--- src/rtl/guess_seq_engine_pkg.sv ---
// Shared types and width helpers for the key-sequence guessing engine.
package guess_pkg;

    typedef enum logic [2:0] {
        SET   = 3'd0,
        GUESS = 3'd1,
        CHECK = 3'd2,
        WIN   = 3'd3,
        LOSE  = 3'd4
    } phase_e;

    function automatic int key_w(input int num_keys);
        return (num_keys > 1) ? $clog2(num_keys) : 1;
    endfunction

    function automatic int len_w(input int max_len);
        return $clog2(max_len + 1);
    endfunction

    function automatic int turn_w(input int max_turns);
        return $clog2(max_turns + 1);
    endfunction

    localparam int DEF_NUM_KEYS = 4;

    typedef logic [key_w(DEF_NUM_KEYS)-1:0] key_idx_t;

endpackage

--- src/rtl/guess_seq_engine_key_event.sv ---
// Registers key/enter levels and turns them into single-key and enter rising-edge events.
module key_event
    import guess_pkg::*;
#(
    parameter  int NUM_KEYS = 4,
    localparam int KEY_W    = key_w(NUM_KEYS)
) (
    input  logic                clk,
    input  logic                reset,
    input  logic [NUM_KEYS-1:0] keys,
    input  logic                enter,
    output logic                key_vld,
    output logic [KEY_W-1:0]    key_idx,
    output logic [NUM_KEYS-1:0] key_onehot,
    output logic                enter_vld
);

    logic [NUM_KEYS-1:0] keys_r;
    logic [NUM_KEYS-1:0] keys_d_r;
    logic                enter_r;
    logic                enter_d_r;
    logic [NUM_KEYS-1:0] rise_s;
    logic [KEY_W-1:0]    key_idx_s;

    // Input sampling register plus one-cycle history for edge detection.
    always_ff @(posedge clk or posedge reset) begin
        if (reset) begin
            keys_r    <= {NUM_KEYS{1'b0}};
            keys_d_r  <= {NUM_KEYS{1'b0}};
            enter_r   <= 1'b0;
            enter_d_r <= 1'b0;
        end else begin
            keys_r    <= keys;
            keys_d_r  <= keys_r;
            enter_r   <= enter;
            enter_d_r <= enter_r;
        end
    end

    // Binary index of the rising key; only meaningful when exactly one key rose.
    always_comb begin
        rise_s    = keys_r & ~keys_d_r;
        key_idx_s = {KEY_W{1'b0}};
        for (int i = 0; i < NUM_KEYS; i++) begin
            key_idx_s = rise_s[i] ? KEY_W'(i) : key_idx_s;
        end
    end

    // Enter has priority: a key rising together with enter is dropped.
    assign enter_vld  = enter_r & ~enter_d_r;
    assign key_vld    = $onehot(rise_s) & ~enter_vld;
    assign key_idx    = key_idx_s;
    assign key_onehot = rise_s;

endmodule

--- src/rtl/guess_seq_engine.sv ---
// Guessing-game engine: secret/guess entry, serial one-position-per-clock scoring, turn tracking.
module guess_seq_engine
    import guess_pkg::*;
#(
    parameter  int NUM_KEYS  = 4,
    parameter  int MAX_LEN   = 7,
    parameter  int MIN_LEN   = 4,
    parameter  int MAX_TURNS = 3,
    localparam int KEY_W     = key_w(NUM_KEYS),
    localparam int LEN_W     = len_w(MAX_LEN),
    localparam int TURN_W    = turn_w(MAX_TURNS)
) (
    input  logic                clk,
    input  logic                reset,
    input  logic [NUM_KEYS-1:0] keys,
    input  logic                enter,
    output logic                win,
    output logic                lose,
    output logic                equal,
    output logic                bigger,
    output logic                smaller,
    output logic [NUM_KEYS-1:0] nums,
    output logic [TURN_W-1:0]   turn,
    output logic [LEN_W-1:0]    match_cnt,
    output logic [2:0]          phase
);

    // Buffers are sized to the full index range so len/idx index them directly.
    localparam int DEPTH = 1 << LEN_W;

    logic                key_vld;
    logic [KEY_W-1:0]    key_idx;
    logic [NUM_KEYS-1:0] key_onehot;
    logic                enter_vld;

    phase_e              phase_r, phase_n;
    logic [KEY_W-1:0]    secret_r [DEPTH];
    logic [KEY_W-1:0]    secret_n [DEPTH];
    logic [KEY_W-1:0]    guess_r  [DEPTH];
    logic [KEY_W-1:0]    guess_n  [DEPTH];
    logic [LEN_W-1:0]    len_a_r, len_a_n, len_b_r, len_b_n;
    logic [LEN_W-1:0]    idx_r, idx_n, acc_r, acc_n;
    logic [LEN_W-1:0]    match_cnt_r, match_cnt_n;
    logic [TURN_W-1:0]   turn_r, turn_n;
    logic [NUM_KEYS-1:0] nums_r, nums_n;
    logic                win_r, win_n, lose_r, lose_n;
    logic                equal_r, equal_n, bigger_r, bigger_n, smaller_r, smaller_n;

    logic [LEN_W-1:0]    min_len_s;
    logic                pos_match_s;
    logic [LEN_W-1:0]    match_total_s;
    logic [TURN_W-1:0]   turn_inc_s;

    key_event #(.NUM_KEYS(NUM_KEYS)) u_key_event (
        .clk        (clk),
        .reset      (reset),
        .keys       (keys),
        .enter      (enter),
        .key_vld    (key_vld),
        .key_idx    (key_idx),
        .key_onehot (key_onehot),
        .enter_vld  (enter_vld)
    );

    assign min_len_s     = (len_a_r < len_b_r) ? len_a_r : len_b_r;
    assign pos_match_s   = (idx_r < min_len_s) && (secret_r[idx_r] == guess_r[idx_r]);
    assign match_total_s = acc_r + LEN_W'(pos_match_s);
    assign turn_inc_s    = turn_r + TURN_W'(1'b1);

    // Next-state and next-register logic for the whole game.
    always_comb begin
        phase_n     = phase_r;
        secret_n    = secret_r;
        guess_n     = guess_r;
        len_a_n     = len_a_r;
        len_b_n     = len_b_r;
        idx_n       = idx_r;
        acc_n       = acc_r;
        match_cnt_n = match_cnt_r;
        turn_n      = turn_r;
        nums_n      = nums_r;
        win_n       = win_r;
        lose_n      = lose_r;
        equal_n     = equal_r;
        bigger_n    = bigger_r;
        smaller_n   = smaller_r;
        case (phase_r)
            SET: begin
                if (enter_vld) begin
                    if (len_a_r >= LEN_W'(MIN_LEN)) begin
                        phase_n = GUESS;
                    end else begin
                        len_a_n = {LEN_W{1'b0}};
                        for (int i = 0; i < DEPTH; i++) secret_n[i] = {KEY_W{1'b0}};
                    end
                end else if (key_vld) begin
                    nums_n = key_onehot;
                    if (len_a_r < LEN_W'(MAX_LEN)) begin
                        secret_n[len_a_r] = key_idx;
                        len_a_n           = len_a_r + LEN_W'(1'b1);
                    end else begin
                        len_a_n = len_a_r;
                    end
                end else begin
                    nums_n = nums_r;
                end
            end
            GUESS: begin
                if (enter_vld) begin
                    if (len_b_r < LEN_W'(MIN_LEN)) begin
                        len_b_n = {LEN_W{1'b0}};
                        for (int i = 0; i < DEPTH; i++) guess_n[i] = {KEY_W{1'b0}};
                    end else begin
                        phase_n = CHECK;
                        idx_n   = {LEN_W{1'b0}};
                        acc_n   = {LEN_W{1'b0}};
                    end
                end else if (key_vld) begin
                    nums_n = key_onehot;
                    if (len_b_r < LEN_W'(MAX_LEN)) begin
                        guess_n[len_b_r] = key_idx;
                        len_b_n          = len_b_r + LEN_W'(1'b1);
                    end else begin
                        len_b_n = len_b_r;
                    end
                end else begin
                    nums_n = nums_r;
                end
            end
            CHECK: begin
                if (idx_r == LEN_W'(MAX_LEN - 1)) begin
                    idx_n       = {LEN_W{1'b0}};
                    acc_n       = {LEN_W{1'b0}};
                    match_cnt_n = match_total_s;
                    equal_n     = (len_b_r == len_a_r);
                    bigger_n    = (len_b_r < len_a_r);
                    smaller_n   = (len_b_r > len_a_r);
                    if ((len_a_r == len_b_r) && (match_total_s == len_a_r)) begin
                        win_n   = 1'b1;
                        phase_n = WIN;
                    end else begin
                        turn_n = turn_inc_s;
                        if (turn_inc_s == TURN_W'(MAX_TURNS)) begin
                            lose_n  = 1'b1;
                            phase_n = LOSE;
                        end else begin
                            phase_n = GUESS;
                            len_b_n = {LEN_W{1'b0}};
                            for (int i = 0; i < DEPTH; i++) guess_n[i] = {KEY_W{1'b0}};
                        end
                    end
                end else begin
                    idx_n = idx_r + LEN_W'(1'b1);
                    acc_n = match_total_s;
                end
            end
            WIN, LOSE: begin
                // A new round is indistinguishable from a fresh reset.
                if (enter_vld) begin
                    phase_n     = SET;
                    len_a_n     = {LEN_W{1'b0}};
                    len_b_n     = {LEN_W{1'b0}};
                    idx_n       = {LEN_W{1'b0}};
                    acc_n       = {LEN_W{1'b0}};
                    match_cnt_n = {LEN_W{1'b0}};
                    turn_n      = {TURN_W{1'b0}};
                    nums_n      = {NUM_KEYS{1'b0}};
                    win_n       = 1'b0;
                    lose_n      = 1'b0;
                    equal_n     = 1'b0;
                    bigger_n    = 1'b0;
                    smaller_n   = 1'b0;
                    for (int i = 0; i < DEPTH; i++) begin
                        secret_n[i] = {KEY_W{1'b0}};
                        guess_n[i]  = {KEY_W{1'b0}};
                    end
                end else begin
                    phase_n = phase_r;
                end
            end
            default: begin
                phase_n = SET;
            end
        endcase
    end

    // State and datapath registers.
    always_ff @(posedge clk or posedge reset) begin
        if (reset) begin
            phase_r     <= SET;
            len_a_r     <= {LEN_W{1'b0}};
            len_b_r     <= {LEN_W{1'b0}};
            idx_r       <= {LEN_W{1'b0}};
            acc_r       <= {LEN_W{1'b0}};
            match_cnt_r <= {LEN_W{1'b0}};
            turn_r      <= {TURN_W{1'b0}};
            nums_r      <= {NUM_KEYS{1'b0}};
            win_r       <= 1'b0;
            lose_r      <= 1'b0;
            equal_r     <= 1'b0;
            bigger_r    <= 1'b0;
            smaller_r   <= 1'b0;
            for (int i = 0; i < DEPTH; i++) begin
                secret_r[i] <= {KEY_W{1'b0}};
                guess_r[i]  <= {KEY_W{1'b0}};
            end
        end else begin
            phase_r     <= phase_n;
            len_a_r     <= len_a_n;
            len_b_r     <= len_b_n;
            idx_r       <= idx_n;
            acc_r       <= acc_n;
            match_cnt_r <= match_cnt_n;
            turn_r      <= turn_n;
            nums_r      <= nums_n;
            win_r       <= win_n;
            lose_r      <= lose_n;
            equal_r     <= equal_n;
            bigger_r    <= bigger_n;
            smaller_r   <= smaller_n;
            for (int i = 0; i < DEPTH; i++) begin
                secret_r[i] <= secret_n[i];
                guess_r[i]  <= guess_n[i];
            end
        end
    end

    assign win       = win_r;
    assign lose      = lose_r;
    assign equal     = equal_r;
    assign bigger    = bigger_r;
    assign smaller   = smaller_r;
    assign nums      = nums_r;
    assign turn      = turn_r;
    assign match_cnt = match_cnt_r;
    assign phase     = phase_r;

endmodule

--- config.mk ---
export PLATFORM = sky130hd
export DESIGN_NAME = guess_seq_engine
export DESIGN_NICKNAME = d
export VERILOG_FILES = /design/src/rtl/guess_seq_engine_pkg.sv /design/src/rtl/guess_seq_engine_key_event.sv /design/src/rtl/guess_seq_engine.sv
export SDC_FILE = /design/constraint.sdc
export NUM_CORES = 1
export LEC_CHECK = 0
export ABC_AREA = 1
export ABC_CLOCK_PERIOD_IN_PS = 4450
export CORE_UTILIZATION = 25
export DETAILED_ROUTE_END_ITERATION = 12
export MAX_ROUTING_LAYER = met4
export REMOVE_ABC_BUFFERS = 1
export SLEW_MARGIN = 40
export SYNTH_ARGS = -nofsm -noshare
export SYNTH_HDL_FRONTEND = slang
export SYNTH_SLANG_ARGS = --single-unit
--- constraint.sdc ---
create_clock -name clk -period 4.45 [get_ports clk]
set_input_delay 0.89 -clock clk [delete_from_list [all_inputs] [get_ports clk]]
set_output_delay 0.89 -clock clk [all_outputs]
set_load 0.1 [all_outputs]
### Met1 routing, run 1

Drawn at 3 px/µm. Supply wires on this layer in grey.
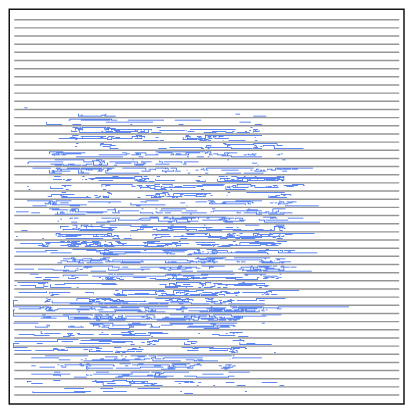
The layer holds 50% of the routed length. The longest straight run is 30.4 µm.

### Signal wires on met2, run 1

Drawn at 2 px/µm. Cells faint in the background.
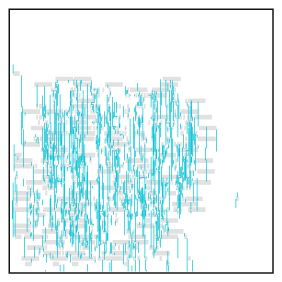
The longest straight run is 36.0 µm. The wires run mostly vertical.

==> run summary, run 1 <==
Notes on the physical implementation.

- The flow ran to the end, and the final reports show no timing, DRC or antenna violations.
- The transition at the pin with the smallest max-transition slack is 666.0 ps, for reference.
- The final antenna diode count is 0, for reference.
- The net count of the finished layout is 618, for reference.
- Per STA, the worst path is made up of inv_2, ha_1, nand2_1, o21ai_0, nand2_1, nand2_1, o21ai_0, ha_1, a21oi_1, nand2_1, nor2_1, ha_1, ha_1, xnor2_1, nand4_1, buf_4, nand2_4, nor2_8, nand3_1, nand2_1.
- The setup fix buffers added after clock tree synthesis is 0, for reference.
- Looking at the critical path, the highest net fanout was 16.
- The detailed-route DRC error count is 0, for reference.
- The worst hold-check path type is reg2reg, for reference.
- Per the post-route antenna check, the number of violating nets is 0.
- Leaving out filler cells and counting taps, the final layout contains 816.
- The timing report notes that buffer and inverter cells on the critical path total 2.
- STA classifies the critical path endpoint as a register.
- The number of core rows is 46, for reference.
- The post-cts gate resize count is 0, for reference.
### The metal 3 layer, run 1

Drawn at 3 px/µm.
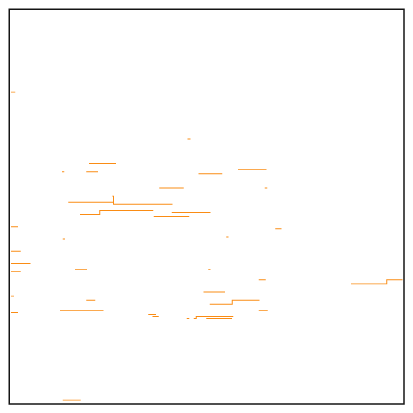
25 nets have wire on it. The longest straight run is 19.5 µm.
total via count after detailed routing: 3,602
Post-Route WL: 10,270 µm
met3 Resource Use GR: 0.02354

==> run 1: layout make-up <==
type                       instances  area [µm²]  share of cell area
multi-input combinational        413        2034              0.4222
clock buffer                       9       225.2             0.04674
timing repair buffer              26       167.7             0.03480
sequential                        71        1777              0.3687
tap                              216       270.3             0.05609
inverter                          75       281.5             0.05843
clock inverter                     6       62.56             0.01298
==> run 1: sequential cells by signal, summed over array words and instances (netlist names) <==
name / flops
acc_r: 3
u_key_event.keys_r: 4
turn: 2
secret_r: 16
idx_r: 3
lose: 1
phase: 3
u_key_event.enter_r: 1
smaller: 1
u_key_event.keys_d_r: 4
win: 1
len_b_r: 3
bigger: 1
equal: 1
u_key_event.enter_d_r: 1
nums: 4
match_cnt: 3
guess_r: 16
len_a_r: 3
==> run 1: synthesized netlist by cell type (all sizes together) <==
| master | number |
|---|---|
| o31ai | 9 |
| a21oi | 7 |
| dfrtp | 71 |
| nand4 | 14 |
| ha | 14 |
| nor3 | 5 |
| inv | 74 |
| xnor2 | 2 |
| clkbuf | 4 |
| nand2 | 228 |
| nand3b | 1 |
| buf | 10 |
| o21ai | 25 |
| xor2 | 1 |
| fa | 1 |
| clkinv | 1 |
| o22ai | 2 |
| nor2 | 39 |
| nand3 | 65 |
==> run 1: cell families after synthesis <==
| kind of cell | count (synthesis) | share of synthesized area |
|---|---|---|
| flip-flops | 71 | 0.4266 |
| XOR/XNOR | 3 | 0.006309 |
| AND-OR/OR-AND | 43 | 0.05858 |
| buffers and inverters | 89 | 0.08501 |
| adder cells (fa/ha/maj) | 15 | 0.04686 |
| AND/OR/NAND/NOR | 352 | 0.3767 |
==> run 1: metal layers <==
layer	part of all wire	vias up	wire length, µm
li1	-	1857	-
met1	0.50	1672	5167
met2	0.45	56	4577
met3	0.024	17	246
met4	0.027	0	280
met5	0	-	0
==> run 1 -> run 2 <==
--- a/config.mk
+++ b/config.mk
@@ -11,6 +11,7 @@
 export DETAILED_ROUTE_END_ITERATION = 12
 export MAX_ROUTING_LAYER = met4
 export REMOVE_ABC_BUFFERS = 1
+export SKIP_CTS_REPAIR_TIMING = 1
 export SLEW_MARGIN = 40
 export SYNTH_ARGS = -nofsm -noshare
 export SYNTH_HDL_FRONTEND = slang
==> run 2 against run 1 <==
Effect of this change: final cell count did not move; synthesized cell count did not move; sequential cell count did not move; highest routed layer unchanged; largest cell class unchanged; critical endpoint unchanged.
==> run summary, run 2 <==
Notes on the physical implementation.

- Run status: completed (unchanged).
- The floorplan core density is 0.2594 (unchanged).
- The global placer's final weighted congestion is 0.8425 (unchanged), for reference.
- The startpoint of the most critical register-to-register path is len_a_r[2] (unchanged).
- The critical path capture point type was a register (unchanged).
- The count of buffering cells on the critical path with inverters included is 2 (unchanged), for reference.
- The area of all placed cells without fillers came to 4818 µm² (unchanged).
- Top area cells in the synthesized netlist: dfrtp_1 43%, nand2_1 20%, nand3_1 7.7% (unchanged).
- Post-synth top cells: 220 x nand2_1, 71 x dfrtp_1, 68 x inv_1 (unchanged).
- The area taken by flip-flops and latches is 1777 µm² (unchanged).
- The number of synthesized flops with an enable pin is 0 (unchanged), for reference.
- The detailed-route DRC error count is 0 (unchanged), for reference.
- The leftover overflow at the end of global routing came to 0 (unchanged).
- The count of distinct cell types in the synthesized netlist came to 31 (unchanged).
- The area inside the core boundary is 16,060 µm² (unchanged), for reference.
- The die extent in x is 131.1 µm (unchanged).
- Commonest non-fill, non-tap cells in the layout: 220 x nand2_1, 71 x dfrtp_1, 67 x inv_1 (unchanged).
- Setup repair after global routing missed its margin: no (unchanged).
- Largest registers: guess_r x16, secret_r x16 (unchanged).
- The main flop type is dfrtp_1 (unchanged), for reference.
- The length of the first detailed-routing pass in iterations came to 5 (unchanged).
- The critical path startpoint category is a register (unchanged).
- The required time at the worst-slack endpoint is 4720 ps (about the same), for reference.
- The number of primary I/O pins came to 24 (unchanged).
- The area used by multi-input combinational logic was 2034 µm² (unchanged).
- Critical path cell sequence: inv_2, ha_1, nand2_1, o21ai_0, nand2_1, nand2_1, o21ai_0, ha_1, a21oi_1, nand2_1, nor2_1, ha_1, ha_1, xnor2_1, nand4_1, buf_4, nand2_4, nor2_8, nand3_1, nand2_1 (unchanged).
- The overall die area came to 17,180 µm² (unchanged).
- The number of core rows is 46 (unchanged), for reference.
- The transition at the pin with the smallest max-transition slack came to 666.0 ps (unchanged).
- The final routed wire length divided by cell count was 12.59 µm (unchanged).
- The async set-or-reset flop fraction in the synthesized netlist is 1.000 (unchanged).
- The number of antenna-violating nets in the routed design is 0 (unchanged), for reference.
- The final antenna diode count is 0 (unchanged), for reference.
- The final-report max-slew violation count was 0 (unchanged).
- The post-detailed-routing wire length is 10,270 µm (unchanged), for reference.
- The worst hold-check path type is reg2reg (unchanged), for reference.
- The most frequently used cell type in the post-synthesis netlist was nand2_1 (unchanged).
- The maximum fanout along the worst path is 16 (unchanged), for reference.
- The clock tree root buffer cell is clkbuf_16 (unchanged), for reference.
- The net count of the finished layout is 618 (unchanged), for reference.
- The largest net degree at the start of global routing is 46 (unchanged), for reference.
- The via total after detailed routing is 3,602 (unchanged), for reference.
run 2: metrics by stage:
| step | setup WS (ps) | std cells | hold slack [ps] | utilization |
|---|---|---|---|---|
| after global routing | 246.7 | 816 | 386.8 | 0.3001 |
| after floorplan | 1020 | 559 | 353.7 | - |
| after global placement | 752.9 | 801 | 358.9 | 0.2874 |
| final | 612.1 | 816 | 374.7 | 0.3001 |
| after CTS | 657.2 | 816 | 377.9 | 0.3001 |
| after detailed placement | 692.9 | 801 | 364.4 | 0.2821 |
run 2: cell type report:
type / count / share of cell area
clock buffer: 9 / 0.04674
timing repair buffer: 26 / 0.03480
clock inverter: 6 / 0.01298
inverter: 75 / 0.05843
multi-input combinational: 413 / 0.4222
sequential: 71 / 0.3687
tap: 216 / 0.05609
run 2: kinds of logic after synthesis:
logic type	Yosys count	share of synthesized area
buffers and inverters	89	0.08501
and+or+nand+nor	352	0.3767
DFF	71	0.4266
AOI/OAI and AO/OA	43	0.05858
adders and majority gates	15	0.04686
xor gates and xnor gates	3	0.006309
run 2: worst max-delay path by stage:
stage,cells after the start,to
6_report,20,guess_r[8]
5_1_grt,23,len_b_r[1]
4_1_cts,20,guess_r[8]
3_5_place_dp,20,guess_r[8]
3_3_place_gp,22,guess_r[14]
2_1_floorplan,21,len_b_r[2]
run 2: per-layer routing:
metal,GRT usage,routed length [µm],vias up
met5,-,0,-
met4,0.06220,280,0
met3,0.02354,246,17
met2,0.2092,4577,56
met1,0.1810,5167,1672
li1,-,-,1857
### The metal 3 layer, run 2

Drawn at 3 px/µm.
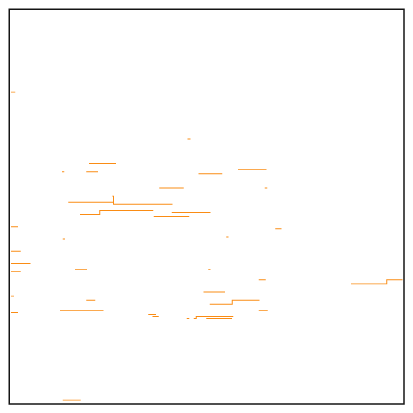
The longest straight run is 19.5 µm. The layer carries 246 µm of wire. 25 nets have wire on it. The layer holds 2.4% of the routed length.

